Run 1, register map, names as in the netlist:
Bar = 10 µm.
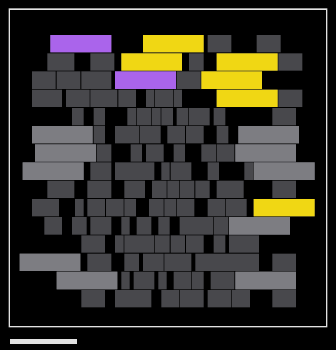
Run 1, the metal 1 layer:
Bar = 10 µm.
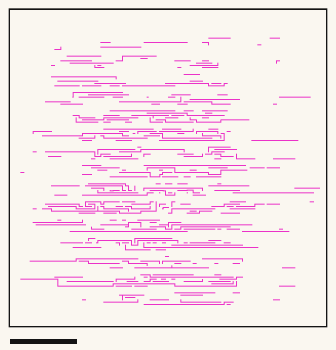
Run 1, pin placement:
Bar = 10 µm. Pins as bars across the die edge, other pins in grey.
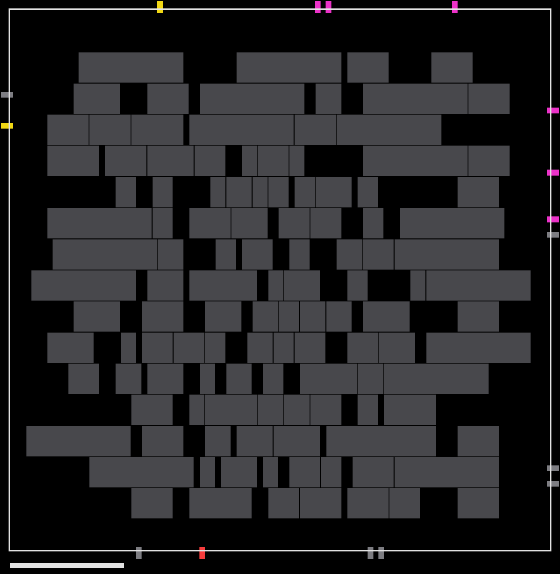
<file path="src/rtl/zorder_scan_gen.sv">
// Scan-order index generator: walks an N x N block in raster, Z-order or column order.
// Define ZSCAN_ABORT_EN to let sob restart a scan that is already in progress.
module zorder_scan_gen #(
   parameter int LOG2_N = 3
) (
   input  logic                  clk,
   input  logic                  rst_n,
   input  logic                  sob,
   input  logic [1:0]            mode,
   input  logic                  idx_rdy,
   output logic                  idx_vld,
   output logic [2*LOG2_N-1:0]   idx,
   output logic                  idx_last,
   output logic                  busy,
   output logic                  done
);

   localparam int W = 2 * LOG2_N;
   localparam logic [W-1:0] K_MAX = {W{1'b1}};

   typedef enum logic {IDLE, ACTIVE} state_t;

   state_t       state, state_nxt;
   logic [W-1:0] k, k_nxt;
   logic [1:0]   mode_r, mode_nxt;
   logic         vld_nxt;
   logic         done_nxt;
   logic         accept;

   // Z-order interleaves k: even bits form x, odd bits form y.
   function automatic logic [W-1:0] map_idx(input logic [W-1:0] kk, input logic [1:0] m);
      logic [LOG2_N-1:0] x;
      logic [LOG2_N-1:0] y;
      logic [W-1:0]      r;
      x = '0;
      y = '0;
      r = kk;
      case (m)
         2'b01: begin
            for (int i = 0; i < LOG2_N; i++) begin
               x[i] = kk[2*i];
               y[i] = kk[2*i+1];
            end
            r = {y, x};
         end
         2'b10:   r = {kk[LOG2_N-1:0], kk[W-1:LOG2_N]};
         default: r = kk;
      endcase
      return r;
   endfunction

   assign accept = idx_vld & idx_rdy;

   always_comb begin
      state_nxt = state;
      k_nxt     = k;
      mode_nxt  = mode_r;
      vld_nxt   = idx_vld;
      done_nxt  = 1'b0;
      case (state)
         IDLE: begin
            if (sob) begin
               state_nxt = ACTIVE;
               k_nxt     = '0;
               mode_nxt  = mode;
               vld_nxt   = 1'b1;
            end
         end
         ACTIVE: begin
            // A sob landing on the final accepted beat chains straight into the next scan.
            if (accept && (k == K_MAX)) begin
               done_nxt = 1'b1;
               k_nxt    = '0;
               if (sob) begin
                  mode_nxt = mode;
                  vld_nxt  = 1'b1;
               end else begin
                  state_nxt = IDLE;
                  vld_nxt   = 1'b0;
               end
            end
`ifdef ZSCAN_ABORT_EN
            else if (sob) begin
               k_nxt    = '0;
               mode_nxt = mode;
               vld_nxt  = 1'b1;
            end
`endif
            else if (accept) begin
               k_nxt = k + 1'b1;
            end
         end
         default: state_nxt = IDLE;
      endcase
   end

   // Outputs are computed from next-state values so they are registered yet current.
   always_ff @(posedge clk or negedge rst_n) begin
      if (!rst_n) begin
         state    <= IDLE;
         k        <= '0;
         mode_r   <= 2'b00;
         idx_vld  <= 1'b0;
         idx      <= '0;
         idx_last <= 1'b0;
         busy     <= 1'b0;
         done     <= 1'b0;
      end else begin
         state    <= state_nxt;
         k        <= k_nxt;
         mode_r   <= mode_nxt;
         idx_vld  <= vld_nxt;
         idx      <= map_idx(k_nxt, mode_nxt);
         idx_last <= vld_nxt && (k_nxt == K_MAX);
         busy     <= (state_nxt == ACTIVE);
         done     <= done_nxt;
      end
   end

endmodule

</file>
<file path="config.mk">
export PLATFORM = sky130hd
export DESIGN_NAME = zorder_scan_gen
export DESIGN_NICKNAME = d
export VERILOG_FILES = /design/src/rtl/zorder_scan_gen.sv
export SDC_FILE = /design/constraint.sdc
export NUM_CORES = 1
export LEC_CHECK = 0
export CAP_MARGIN = 20
export CORE_UTILIZATION = 52
export CTS_CLUSTER_SIZE = 40
export DETAILED_ROUTE_END_ITERATION = 16
export PLACE_DENSITY = 0.77
export SYNTH_ARGS = -nofsm -noshare
export SYNTH_HDL_FRONTEND = slang
export SYNTH_SLANG_ARGS = --single-unit
</file>
<file path="constraint.sdc">
create_clock -name clk -period 3.1 [get_ports clk]
set_input_delay 0.775 -clock clk [delete_from_list [all_inputs] [get_ports clk]]
set_output_delay 0.775 -clock clk [all_outputs]
set_load 0.01 [all_outputs]
</file>
==> impl_metrics.json, run 1 <==
{
  "clock_buffers": 4,
  "sequential_cell_total": 18,
  "finalNetCount": 128,
  "finalClockPeriodUsage": 0.903,
  "cts_setup_buffers": 0,
  "required_ps": 3270,
  "cts_root_buf": "clkbuf_4",
  "tightestPinTransition_ps": 748,
  "well_tap_count": 25,
  "place_congestion": 0.929,
  "cts_made_buffers": 3,
  "path_depth": 10,
  "avgSynthCellArea_um2": 10.7,
  "cts_tree": "done",
  "drc": 0,
  "whs_path_depth": 1,
  "core_area_um2": 1820,
  "max_freq_mhz": 357,
  "yosysUniqueCellTypes": 49,
  "critPathMaxFanout": 5,
  "r2r_start": "k[0]$_DFF_PN0_",
  "hold_path.class": "flop to flop",
  "fin_tns_setup_ps": 0,
  "tool_warnings": 27,
  "top_cells_by_count": "dfrtp_1 (18), o21ai_0 (7)",
  "hold_buffers": 0,
  "syn_inst": 99,
  "grt_pass1_vias": 776,
  "nMultiInputCombCells": 72,
  "grt-ovfl-total": 0,
  "worstReg2RegEnd": "idx[1]$_DFF_PN0_",
  "grt_pass1_wl_um": 3590,
  "hold_path_end": "mode_r[0]$_DFF_PN0_",
  "slew_headroom": 0.500,
  "reg_top3": "idx x6, k x6, mode_r x2",
  "ys.flops": 18,
  "rsz0062_at_grt": "false",
  "ys_area_um2": 1060,
  "synthesis.area_um2": 1060,
  "worstPathArrival_ps": 2970,
  "ir_worst_vdd_mv": 0.396,
  "yosysTopAreaCell": "dfrtp_1",
  "dp_cells": 139,
  "drt-total-wl_um": 2280,
  "layout-drive-gt1-share": 0.229,
  "syn_nets": 108,
  "nFillCells": 151,
  "fp_util": 0.584,
  "clk-insertion-delay-late_ps": 300,
  "static-leakage-power_nw": 0.534,
  "synthFlopType": "dfrtp_1",
  "track_usage": 0.234,
  "num_vias": 880,
  "ctsLongestPathBuffers": 2,
  "hp-start": "mode_r[0]$_DFF_PN0_",
  "outcome": "finished, final reports clean",
  "cp_slowest_cell": "clkdlybuf4s50_1",
  "slew_viol_final": 0,
  "topCellsByArea": "dfrtp_1 (42%), mux2_2 (4.2%), ha_1 (3.5%), o21ai_0 (3.3%), a221oi_4 (2.5%)",
  "start_kind": "input port",
  "grt_max_degree": 19,
  "cp-endpoint": "idx[1]$_DFF_PN0_",
  "reg2reg_depth": 10,
  "area_share_nonclk_buffers": 0.141,
  "ant_nets": 0,
  "hold_viol_final": 0,
  "final_cell_count_no_fill": 143,
  "drt-wirelength-per-cell_um": 16.0,
  "path_class": "input port to flop",
  "edf_count": 0,
  "setup_viol": 0,
  "rrSetupSlack_ps": 450,
  "num-nonclk-buffers": 19,
  "dp.final_hpwl_um": 1670,
  "synth_seq_share": 0.424,
  "numPortBuffers": 15,
  "synth-async-reset-ratio": 1.00,
  "die_w_um": 47.2,
  "final-clk-cell-share": 0.0283
}
Back to the opening pictures, 'register map, names as in the netlist':
signal	colour	flops
mode_r	purple	2
idx	yellow	6
not coloured	10
sequential power: 0.350 mW
Seq/total area: 0.352
FF+latch area: 450 µm²
fin util: 0.704

Back to the opening pictures, 'the metal 1 layer':
longest straight run	17.5 µm
wire length on this layer	1050 µm
main direction	horizontal

Back to the opening pictures, 'pin placement':
port	colour	pins	direction	edge
idx	magenta	6	output	3 east, 3 north
busy	red	1	output	south
mode	yellow	2	input	1 north, 1 west

==> run 1: per-stage QoR <==
stage | hold slack, ps | setup WS (ps) | power (mW) | instance area [µm²]
CTS | 546 | 302 | 0.877 | 1280
global route | 583 | 244 | 0.929 | 1280
floorplan | 479 | 336 | 0.588 | 1060
detailed placement | 522 | -6.34 | 0.729 | 1240
finish | 546 | 300 | 0.879 | 1280
global placement | 511 | 66.4 | 0.719 | 1240
==> run 1: where the power goes <==
part,leakage [nW],switching [mW],internal (mW)
Combinational,0.300,0.183,0.199
Clock,0.0210,0.0754,0.0716
Sequential,0.214,0.0484,0.301
==> run 1: cells in the final DEF, fill, tap and decap left out, types with 2 or more instances in the layout <==
cell and n:
nor3_1 2, inv_1 4, o21ai_0 7, and3_1 2
mux2i_1 2, or2_2 4, a21oi_1 3, nand2b_1 2
nand3_1 4, clkbuf_4 3, ha_1 3, mux2_2 4
nand2_1 4, nor2_1 2, dfrtp_1 18, a31oi_1 3
clkdlybuf4s50_1 15, buf_4 4
==> run 1: cells by family (layout without fill, tap and decap cells) <==
| logic type | after synthesis | in the layout | synth area share |
|---|---|---|---|
| compound gates | 31 | 31 | 0.238 |
| fa+ha+maj | 3 | 3 | 0.0353 |
| flops | 18 | 18 | 0.424 |
| buf+inv | 9 | 28 | 0.0448 |
| mux | 6 | 6 | 0.0612 |
| simple gates | 32 | 32 | 0.197 |
==> run 1: layer usage <==
layer  part of all wire  wire length (µm)  track usage
met1               0.46              1050        0.334
met2               0.45              1030        0.350
met3              0.065               149       0.0385
met4              0.022                51       0.0971
met5                  0                 0            0
==> run 1: worst reg2reg max path, delay by kind of cell, from the launching register on <==
family                     cells  cell delay (ps)
buffers and inverters          2              320
adders and majority gates      2              630
and+or+nand+nor                3              490
DFF                            1              470
muxes                          1              350
AOI/OAI and AO/OA              2              280
==> run 1 -> run 2 <==
--- a/config.mk
+++ b/config.mk
@@ -9,6 +9,7 @@
 export CORE_UTILIZATION = 52
 export CTS_CLUSTER_SIZE = 40
 export DETAILED_ROUTE_END_ITERATION = 16
+export GPL_TIMING_DRIVEN = 0
 export PLACE_DENSITY = 0.77
 export SYNTH_ARGS = -nofsm -noshare
 export SYNTH_HDL_FRONTEND = slang
==> run 2 against run 1 <==
  * Highest routed layer unchanged
  * Largest cell class unchanged
  * Synthesized cell count stayed put
  * Combinational power is 2% lower
  * Fmax about the same
  * Utilization is 0.62 points lower
==> impl_metrics.json, run 2 <==
{
  "outcome": "finished, final reports clean",
  "hold_path.class": "flop to flop",
  "fp_util": 0.584,
  "hold_path_end": "mode_r[0]$_DFF_PN0_",
  "required_ps": 3270,
  "worstPathArrival_ps": 2970,
  "cts_root_buf": "clkbuf_4",
  "r2r_start": "k[0]$_DFF_PN0_",
  "p_total_mw": 0.869,
  "drt-wirelength-per-cell_um": 15.7,
  "switching_share": 0.344,
  "cts_setup_buffers": 0,
  "edf_count": 0,
  "die_w_um": 47.2,
  "topCellsByArea": "dfrtp_1 (42%), mux2_2 (4.2%), ha_1 (3.5%), o21ai_0 (3.3%), a221oi_4 (2.5%)",
  "tool_warnings": 27,
  "track_usage": 0.234,
  "wl_met2_um": 1030,
  "yosysTopAreaCell": "dfrtp_1",
  "reg2reg_depth": 10,
  "synth-async-reset-ratio": 1.00,
  "setup_viol": 0,
  "ant_nets": 0,
  "finalClockPeriodUsage": 0.903,
  "rrSetupSlack_ps": 300,
  "synthesis.area_um2": 1060,
  "p_switching_mw": 0.299,
  "reg_top3": "idx x6, k x6, mode_r x2",
  "static-leakage-power_nw": 0.530,
  "numPortBuffers": 14,
  "p_seq_frac": 0.399,
  "hold_viol_final": 0,
  "final_cell_count_no_fill": 142,
  "dr.pass1.iters": 4,
  "layout-drive-gt1-share": 0.231,
  "drc": 0,
  "slew_headroom": 0.486,
  "crit_path_cell_trace": "ha_1 -> and3_4 -> a21o_2 -> nand2_1 -> mux2_2 -> ha_1 -> clkinv_1 -> nand2_1 -> o21bai_1 -> o311ai_0",
  "design_area_um2": 1270,
  "place_congestion": 0.912,
  "ctsLongestPathBuffers": 2,
  "wl_met1_um": 1030,
  "dr_wl_met3_um": 156,
  "hold-worst-slack_ps": 543,
  "slew_viol_final": 0,
  "finalNetCount": 127,
  "max_freq_mhz": 357,
  "core_area_um2": 1820,
  "layout_top_cells": "dfrtp_1 (18), clkdlybuf4s50_1 (14), o21ai_0 (7)",
  "placed_area_um2": 1230,
  "hp-start": "mode_r[0]$_DFF_PN0_",
  "cp_slowest_cell": "dfrtp_1",
  "cts_tree": "done",
  "grt_pass1_wl_um": 3540,
  "combPwrFrac": 0.430,
  "utilization": 0.698,
  "fin_tns_setup_ps": 0,
  "grt_pass1_vias": 758,
  "max_cap_viol_count": 0,
  "syn_inst": 99,
  "worstReg2RegEnd": "idx[4]$_DFF_PN0_",
  "avgSynthCellArea_um2": 10.7,
  "rsz0062_at_grt": "false",
  "dp_cells": 138,
  "pwr-share-clk": 0.171,
  "path_class": "flop to flop",
  "ir_worst_vdd_mv": 0.361,
  "grt-ovfl-total": 0,
  "clk_pin_slew_ps": 110,
  "lay_top_count": "dfrtp_1",
  "whs_path_depth": 1,
  "dp.final_hpwl_um": 1670,
  "grt_max_degree": 19,
  "pre_cts_ws_ps": 118,
  "syn_to_final_growth_pct": 19.6,
  "p_int_mw": 0.571,
  "yosysUniqueCellTypes": 49,
  "syn_nets": 108,
  "start_kind": "flop",
  "top_cells_by_count": "dfrtp_1 (18), o21ai_0 (7)",
  "worst_slack_ps": 300,
  "ys_area_um2": 1060,
  "routed.top_layer": "met4",
  "hold_buffers": 0,
  "synthFlopType": "dfrtp_1",
  "critPathMaxFanout": 9,
  "ys.flops": 18,
  "synth_seq_share": 0.424
}
==> run 2: cell types whose count changed in the layout (fill, tap and decap cells not counted), sizes merged <==
cell | before | now
clkdlybuf4s50 | 15 | 14
==> run 2: worst max path at each step <==
stage	startpoint	slack, ps	depth (start not counted)	endpoint
floorplan	idx_rdy	340	10	idx[4]$_DFF_PN0_
global placement	idx_rdy	120	10	idx[4]$_DFF_PN0_
detailed placement	idx_rdy	120	10	idx[4]$_DFF_PN0_
CTS	k[0]$_DFF_PN0_	300	10	idx[4]$_DFF_PN0_
global route	k[0]$_DFF_PN0_	150	10	idx[4]$_DFF_PN0_
finish	k[0]$_DFF_PN0_	300	10	idx[4]$_DFF_PN0_
==> run 2: area by class of cell <==
cell class | count | area [µm²]
Buffer | 4 | 28.8
Clock buffer | 4 | 36.3
Sequential cell | 18 | 450
Timing Repair Buffer | 14 | 140
Inverter | 5 | 18.8
Tap cell | 25 | 31.3
Fill cell | 146 | 551
Multi-Input combinational cell | 72 | 564
==> run 2: power by group through the flow <==
stage          logic [mW]  clock network [mW]  registers (mW)
6_report            0.374               0.149           0.347
5_1_grt             0.408               0.159           0.355
3_5_place_dp        0.372                   0           0.352
3_3_place_gp        0.369                   0           0.348
4_1_cts             0.374               0.151           0.346
2_1_floorplan       0.229                   0           0.359
==> run 2: cells by family (layout without fill, tap and decap cells) <==
kind of cell	Yosys count	after routing	synth area share
compound gates	31	31	0.238
fa+ha+maj	3	3	0.0353
buf+inv	9	27	0.0448
flops	18	18	0.424
mux	6	6	0.0612
simple gates	32	32	0.197
==> run 2: routing by layer <==
metal	GRT usage	vias to the layer above
met1	0.326	402
met3	0.0500	4
li1	-	411
met4	0.0800	0
met2	0.361	37
met5	0	-
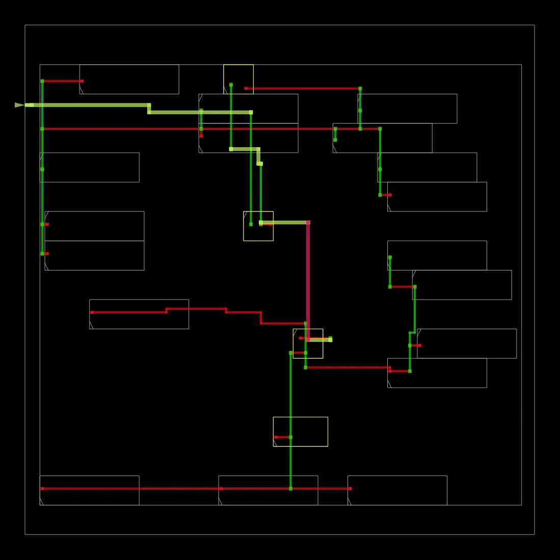
Run 2: clock routing
Worst Skew: 4.37 ps
Flops: 18
Clock Sinks: 18
CTS buffer count: 3
Latency at later pin: 300 ps

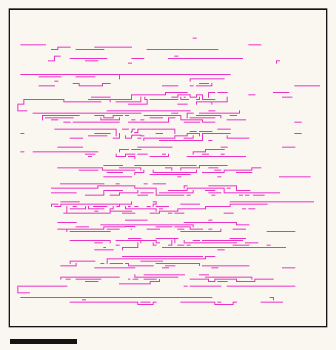
Run 2: the metal 1 layer
Bar = 10 µm.
wire length on this layer	1030 µm
nets with wire on the layer	110
longest straight run	31.3 µm
met1 Usage GRT: 0.326
final WL: 2240 µm
DR vias: 854

Power figures rest on the tool's default switching activity, not on a simulated workload.
